### config.mk
export PLATFORM = sky130hd
export DESIGN_NAME = reaction_timer_ctrl
export DESIGN_NICKNAME = d
export VERILOG_FILES = /design/src/rtl/reaction_timer_ctrl_pkg.sv /design/src/rtl/reaction_timer_ctrl_ms_tick_gen.sv /design/src/rtl/reaction_timer_ctrl.sv
export SDC_FILE = /design/constraint.sdc
export NUM_CORES = 1
export LEC_CHECK = 0
export CORE_ASPECT_RATIO = 1.4
export CORE_MARGIN = 3
export CORE_UTILIZATION = 30
export DETAILED_ROUTE_END_ITERATION = 8
export GPL_TIMING_DRIVEN = 0
export SLEW_MARGIN = 5
export SYNTH_ARGS = -nofsm -noshare
export SYNTH_HDL_FRONTEND = slang
export SYNTH_HIERARCHICAL = 1
export SYNTH_SLANG_ARGS = --single-unit
### constraint.sdc
create_clock -name Clk -period 3.45 [get_ports Clk]
set_clock_uncertainty 0.15 [all_clocks]
set_input_delay 0.69 -clock Clk [delete_from_list [all_inputs] [get_ports Clk]]
set_output_delay 0.69 -clock Clk [all_outputs]
set_load 0.01 [all_outputs]
### src/rtl/reaction_timer_ctrl_pkg.sv
// Shared types and defaults for the reaction-time trial controller.
package reaction_pkg;
  typedef enum logic [1:0] {IDLE, WAIT_DELAY, REACT, DONE} state_e;

  localparam int DELAY_W_DFLT    = 14;
  localparam int TIMEOUT_MS_DFLT = 9999;
  localparam logic [DELAY_W_DFLT-1:0] BEST_NONE = '1;
endpackage

### src/rtl/reaction_timer_ctrl_ms_tick_gen.sv
// Millisecond prescaler: one-cycle Tick every CLK_PER_MS cycles, restarted by Clr.
module ms_tick_gen #(
  parameter int CLK_PER_MS = 1000
) (
  input  logic Clk,
  input  logic Rst,
  input  logic Clr,
  output logic Tick
);
  localparam int CW = (CLK_PER_MS > 1) ? $clog2(CLK_PER_MS) : 1;
  localparam logic [CW-1:0] LAST = CW'(CLK_PER_MS - 1);

  logic [CW-1:0] cnt_q, cnt_d;

  always_comb begin
    cnt_d = cnt_q + CW'(1);
    if (Clr || cnt_q == LAST) cnt_d = '0;
  end

  always_ff @(posedge Clk) begin
    if (Rst) cnt_q <= '0;
    else     cnt_q <= cnt_d;
  end

  assign Tick = (cnt_q == LAST) && !Clr;
endmodule

### src/rtl/reaction_timer_ctrl.sv
// One reaction-time trial: random wait, stimulus LED, ms-resolution reaction count.
// Define REACTION_BEST_EN to track the best (minimum) valid reaction in BestMs.
module reaction_timer_ctrl
  import reaction_pkg::*;
#(
  parameter int CLK_PER_MS = 1000,
  parameter int TIMEOUT_MS = TIMEOUT_MS_DFLT,
  parameter int DELAY_W    = DELAY_W_DFLT
) (
  input  logic               Clk,
  input  logic               Rst,
  input  logic               Start,
  input  logic [DELAY_W-1:0] DelayMs,
  input  logic               Button,
  output logic               Led,
  output logic               Busy,
  output logic [DELAY_W-1:0] ReactionMs,
  output logic               Valid,
  output logic               Cheat,
  output logic               Timeout,
  output logic [DELAY_W-1:0] BestMs
);
  localparam logic [DELAY_W-1:0] TO_V = DELAY_W'(TIMEOUT_MS);
  localparam logic [DELAY_W-1:0] ONE  = DELAY_W'(1);

  state_e             state_q, state_d;
  logic [DELAY_W-1:0] dly_q, dly_d, rx_q, rx_d, reaction_q, reaction_d, rx_inc;
  logic               valid_q, valid_d, cheat_q, cheat_d, tmo_q, tmo_d;
  logic               btn_q, press, tick, start_acc;

  assign start_acc = Start && (state_q == IDLE || state_q == DONE);
  assign press     = Button && !btn_q;
  assign rx_inc    = rx_q + ONE;

  ms_tick_gen #(.CLK_PER_MS(CLK_PER_MS)) u_tick (
    .Clk  (Clk),
    .Rst  (Rst),
    .Clr  (start_acc),
    .Tick (tick)
  );

  always_comb begin
    state_d    = state_q;
    dly_d      = dly_q;
    rx_d       = rx_q;
    reaction_d = reaction_q;
    cheat_d    = cheat_q;
    tmo_d      = tmo_q;
    valid_d    = 1'b0;
    case (state_q)
      IDLE, DONE: begin
        if (Start) begin
          state_d    = WAIT_DELAY;
          dly_d      = DelayMs;
          cheat_d    = 1'b0;
          tmo_d      = 1'b0;
          reaction_d = '0;
        end
      end
      WAIT_DELAY: begin
        // A press on the same cycle as the final tick still counts as a cheat.
        if (press) begin
          state_d    = DONE;
          cheat_d    = 1'b1;
          reaction_d = '0;
          valid_d    = 1'b1;
        end else if (tick) begin
          if (dly_q <= ONE) begin
            state_d = REACT;
            rx_d    = '0;
          end else begin
            dly_d = dly_q - ONE;
          end
        end
      end
      REACT: begin
        if (press) begin
          state_d    = DONE;
          reaction_d = rx_q;
          valid_d    = 1'b1;
        end else if (tick) begin
          rx_d = rx_inc;
          if (rx_inc == TO_V) begin
            state_d    = DONE;
            tmo_d      = 1'b1;
            reaction_d = TO_V;
            valid_d    = 1'b1;
          end
        end
      end
      default: state_d = IDLE;
    endcase
  end

  always_ff @(posedge Clk) begin
    if (Rst) begin
      state_q    <= IDLE;
      dly_q      <= '0;
      rx_q       <= '0;
      reaction_q <= '0;
      valid_q    <= 1'b0;
      cheat_q    <= 1'b0;
      tmo_q      <= 1'b0;
      btn_q      <= 1'b0;
    end else begin
      state_q    <= state_d;
      dly_q      <= dly_d;
      rx_q       <= rx_d;
      reaction_q <= reaction_d;
      valid_q    <= valid_d;
      cheat_q    <= cheat_d;
      tmo_q      <= tmo_d;
      btn_q      <= Button;
    end
  end

  assign Led        = (state_q == REACT);
  assign Busy       = (state_q == WAIT_DELAY) || (state_q == REACT);
  assign ReactionMs = reaction_q;
  assign Valid      = valid_q;
  assign Cheat      = cheat_q;
  assign Timeout    = tmo_q;

`ifdef REACTION_BEST_EN
  logic [DELAY_W-1:0] best_q;

  always_ff @(posedge Clk) begin
    if (Rst)
      best_q <= {DELAY_W{1'b1}};
    else if (valid_q && !cheat_q && !tmo_q && reaction_q < best_q)
      best_q <= reaction_q;
  end

  assign BestMs = best_q;
`else
  assign BestMs = {DELAY_W{1'b1}};
`endif
endmodule

==> qor.log <==
[final_layout] flip-flop and latch area 1160 um2
[final_layout] number of nets in the finished design 512
[timing] Max Slew Vio Count 0
[synth] post-synthesis cell count 427
[drt] WL met1 4040 um
[critical_path] Worst R2R Setup Slack 0.19 ns
[drt] sum of met2 wire segment lengths after detailed routing 5230 um
[synth] Synth Area in XOR/XNOR 1.51%
[synth] Synth area leaders dfxtp_1 (33%), nor2_1 (4.4%), a21oi_1 (3.9%), nor3_1 (3.6%), nand2_1 (3.3%)
[synth] Logic family by area simple AND/OR/NAND/NOR gates
[timing] count of final hold-check violations 0
[timing] Achievable Freq 306 MHz
[job] number of max-cap violations 0
[cts] worst-case clock buffer depth 2
[hold_path] hold-critical path depth 1
[timing] final number of setup-violating endpoints 0
[grt] total overflow reported by the global router 0
[synth] summed standard-cell area reported by yosys 3490 um2
[final_layout] area used by multi-input combinational logic 2120 um2
[placed_design] DP HPWL 7400 um
[final_layout] share of final-layout standard cells stronger than drive strength 1 13.2%
[critical_path] peak fanout along the critical path 10
[drt] uppermost routed layer met4
[die] core area 11300 um2
[critical_path] critical path launch point type register
[critical_path] Critical path buffers and inverters 3
[synth] count of unique library cells instantiated by Yosys 68
[hold_path] Worst Hold Endpoint u_tick/cnt_q[0]$_SDFF_PP0_
[synth] cell taking the most area after synthesis dfxtp_1
[synth] portion of synthesized cell area occupied by the leading cell type 33.3%
[grt] number of global-route vias before repair 3368
[critical_path] Register-to-Register Path Depth 11
[critical_path] Cell Chain, Critical Path inv_1 > ha_1 > buf_2 > nand2_2 > inv_1 > nor3_4 > nand2_2 > a21oi_1 > o21ai_1 > or4_1 > a31oi_1
[critical_path] Worst Setup Path Type reg -> reg
[synth] number of enable flip-flop cells 0
[timing] slack of the critical path 0.185 ns
[final_layout] final antenna diode count 0
[synth] cell area after technology mapping 3490 um2
[synth] Seq/Total Area, Yosys 33.3%
[die] DIE AREA 13000 um2
[status] outcome completed
[die] core utilization before placement 30.8%
[die] Die Y 134 um
[hold_path] startpoint of the most critical hold path u_tick/cnt_q[0]$_SDFF_PP0_
[synth] area fraction in full adders, half adders and majority gates 2.51%
[synth] Syn. warnings 6
[cts] clk slew on worst S/H paths 0.05 ns
[drt] wire length on met3 617 um
[synth] Mux cell area share 1.47%
[drt] 1st-iter DRT viols 270
## per-layer routing
metal	up-vias	GRT usage [%]
met5	-	0
met4	0	7.42
met3	22	3.98
met2	137	27.9
met1	1614	17.5
li1	1692	-
## cell type report
class / instances / share of cell area [%]
clock inverters: 5 / 1.25
plain buffers: 39 / 5.02
well taps: 144 / 4.10
repair buffers: 36 / 8.21
inverters: 15 / 1.28
flip-flops and latches: 58 / 26.5
clock buffers: 11 / 5.30
multi-input cells: 328 / 48.4
## registers in the layout, summed over array words and instances (netlist names)
signal        count
ReactionMs       14
dly_q            14
rx_q             14
u_tick/cnt_q     10
state_q           2
Cheat             1
Timeout           1
Valid             1
btn_q             1
## stage by stage
step                hold WS [ns]  setup TNS (ns)  utilization (%)  std cells
floorplan                  0.268               0                -        440
global placement           0.283          -16.80             36.0        620
detailed placement         0.291          -17.81             36.0        620
CTS                        0.299               0             38.6        636
global route               0.316               0             38.7        636
finish                     0.295               0             38.7        636
## power by group
| group | internal (W) | leakage [nW] | switching, W |
|---|---|---|---|
| registers | 0.000773 | 0.471 | 0.000115 |
| clock network | 0.000556 | 0.136 | 0.000319 |
| logic | 0.000538 | 0.874 | 0.000946 |
| total | 0.00187 | 1.48 | 0.00138 |
## kinds of logic (layout without fill, tap and decap cells)
family / after synthesis / after routing
other: 1 / 14
flip-flops: 58 / 58
buffers and inverters: 54 / 106
AND/OR/NAND/NOR: 171 / 171
multiplexers: 5 / 5
AND-OR/OR-AND: 125 / 125
adder cells (fa/ha/maj): 7 / 7
XOR/XNOR: 6 / 6
## placed cells by master, fill, tap and decap left out, drive strengths merged, types with 9 or more instances in the layout
| master | synthesis | final |
|---|---|---|
| dfxtp | 58 | 58 |
| nor2 | 41 | 41 |
| clkdlybuf4s50 | 0 | 36 |
| nand2 | 31 | 31 |
| a21oi | 27 | 27 |
| nor3 | 26 | 26 |
| clkbuf | 15 | 26 |
| o21ai | 25 | 25 |
| buf | 24 | 24 |
| nand3 | 17 | 17 |
| conb | 1 | 14 |
| inv | 13 | 13 |
| a211oi | 10 | 10 |
| a31oi | 9 | 9 |
| nor4 | 9 | 9 |
## worst max path at each step
stage,endpoint,depth (start not counted)
global placement,dly_q[2]$_SDFFE_PP0P_,9
global route,rx_q[13]$_SDFFE_PP0P_,11
detailed placement,dly_q[2]$_SDFFE_PP0P_,9
CTS,rx_q[13]$_SDFFE_PP0P_,11
floorplan,dly_q[2]$_SDFFE_PP0P_,11
finish,rx_q[13]$_SDFFE_PP0P_,11
## repair_timing
action | in CTS | in global routing
buffers inserted | 0 | 0
resized | 3 | 4
endpoints found under the setup margin | 36 | 15
## worst reg2reg max path: stages, from the launching register on
cell and delay, ns:
dfxtp_1 0.35, inv_1 0.06, ha_1 0.29, buf_2 0.18, nand2_2 0.19, inv_1 0.21, nor3_4 0.36, nand2_2 0.22
a21oi_1 0.23, o21ai_1 0.25, or4_1 0.53, a31oi_1 0.18
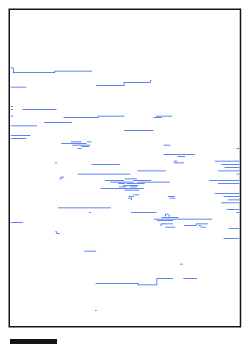
Fig. 1. Met3 routing.
Scale bar: 20 um.
- main direction: horizontal
- wire length on this layer: 618 um
- longest straight run: 24.4 um
- share of all routed wire: 6.1%
- nets with wire on the layer: 62
DR vias: 3465
detailed-route wire length: 10200 um

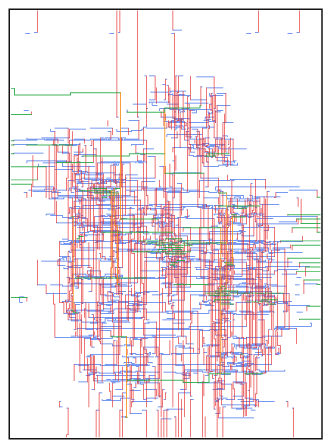
Fig. 2. Wiring by layer.
- metal 3: green (wire length 618 um)
- metal 2: red (wire length 5230 um)
- metal 1: blue (wire length 4040 um)
- metal 4: orange (wire length 261 um)
per-cell routed wire length: 16.0 um
GR Util All Layers: 15.7%

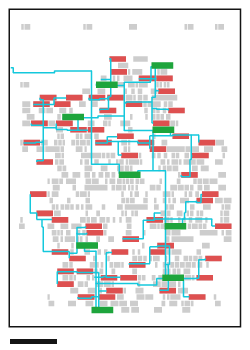
Fig. 3. Clock wires, drivers and flops.
Scale bar: 20 um.
- clock wires: cyan (length 939 um)
- clock drivers: green (count 9)
- flip-flops: red (count 58)
- routed clock nets: 10

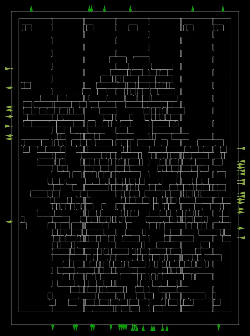
Fig. 4. Placement view.
layout sequential cell count: 58
Filler Cell Count: 1171
number of tap cells inserted: 144
number of non-filler instances in the completed layout: 636

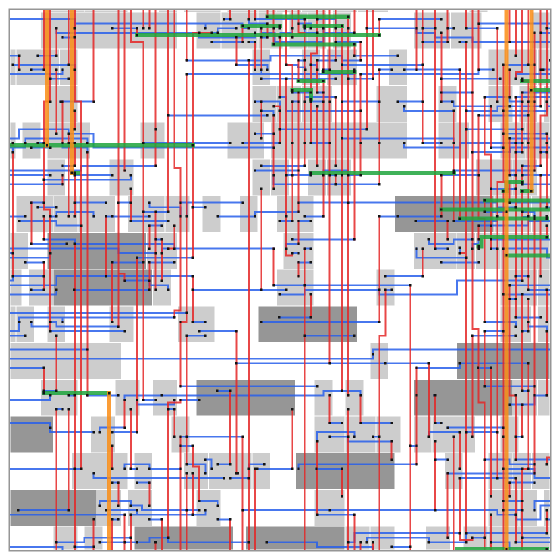
Fig. 5. A small window of the routed layout.
Region (29, 20) to (69, 60) um. Cells in gray, sequential cells in the stronger gray; small squares are vias.
- metal 1: blue
- metal 4: orange
- metal 3: green
- metal 2: red
- cells with their middle in the window: 116
- most frequent: nor2_1 (13), dfxtp_1 (11), nand2_1 (11)
- sequential cells in the window: 11
- netlist names of flops here include: `ReactionMs` (3), `dly_q` (3), `rx_q` (2)

Power figures rest on the tool's default switching activity, not on a simulated workload.
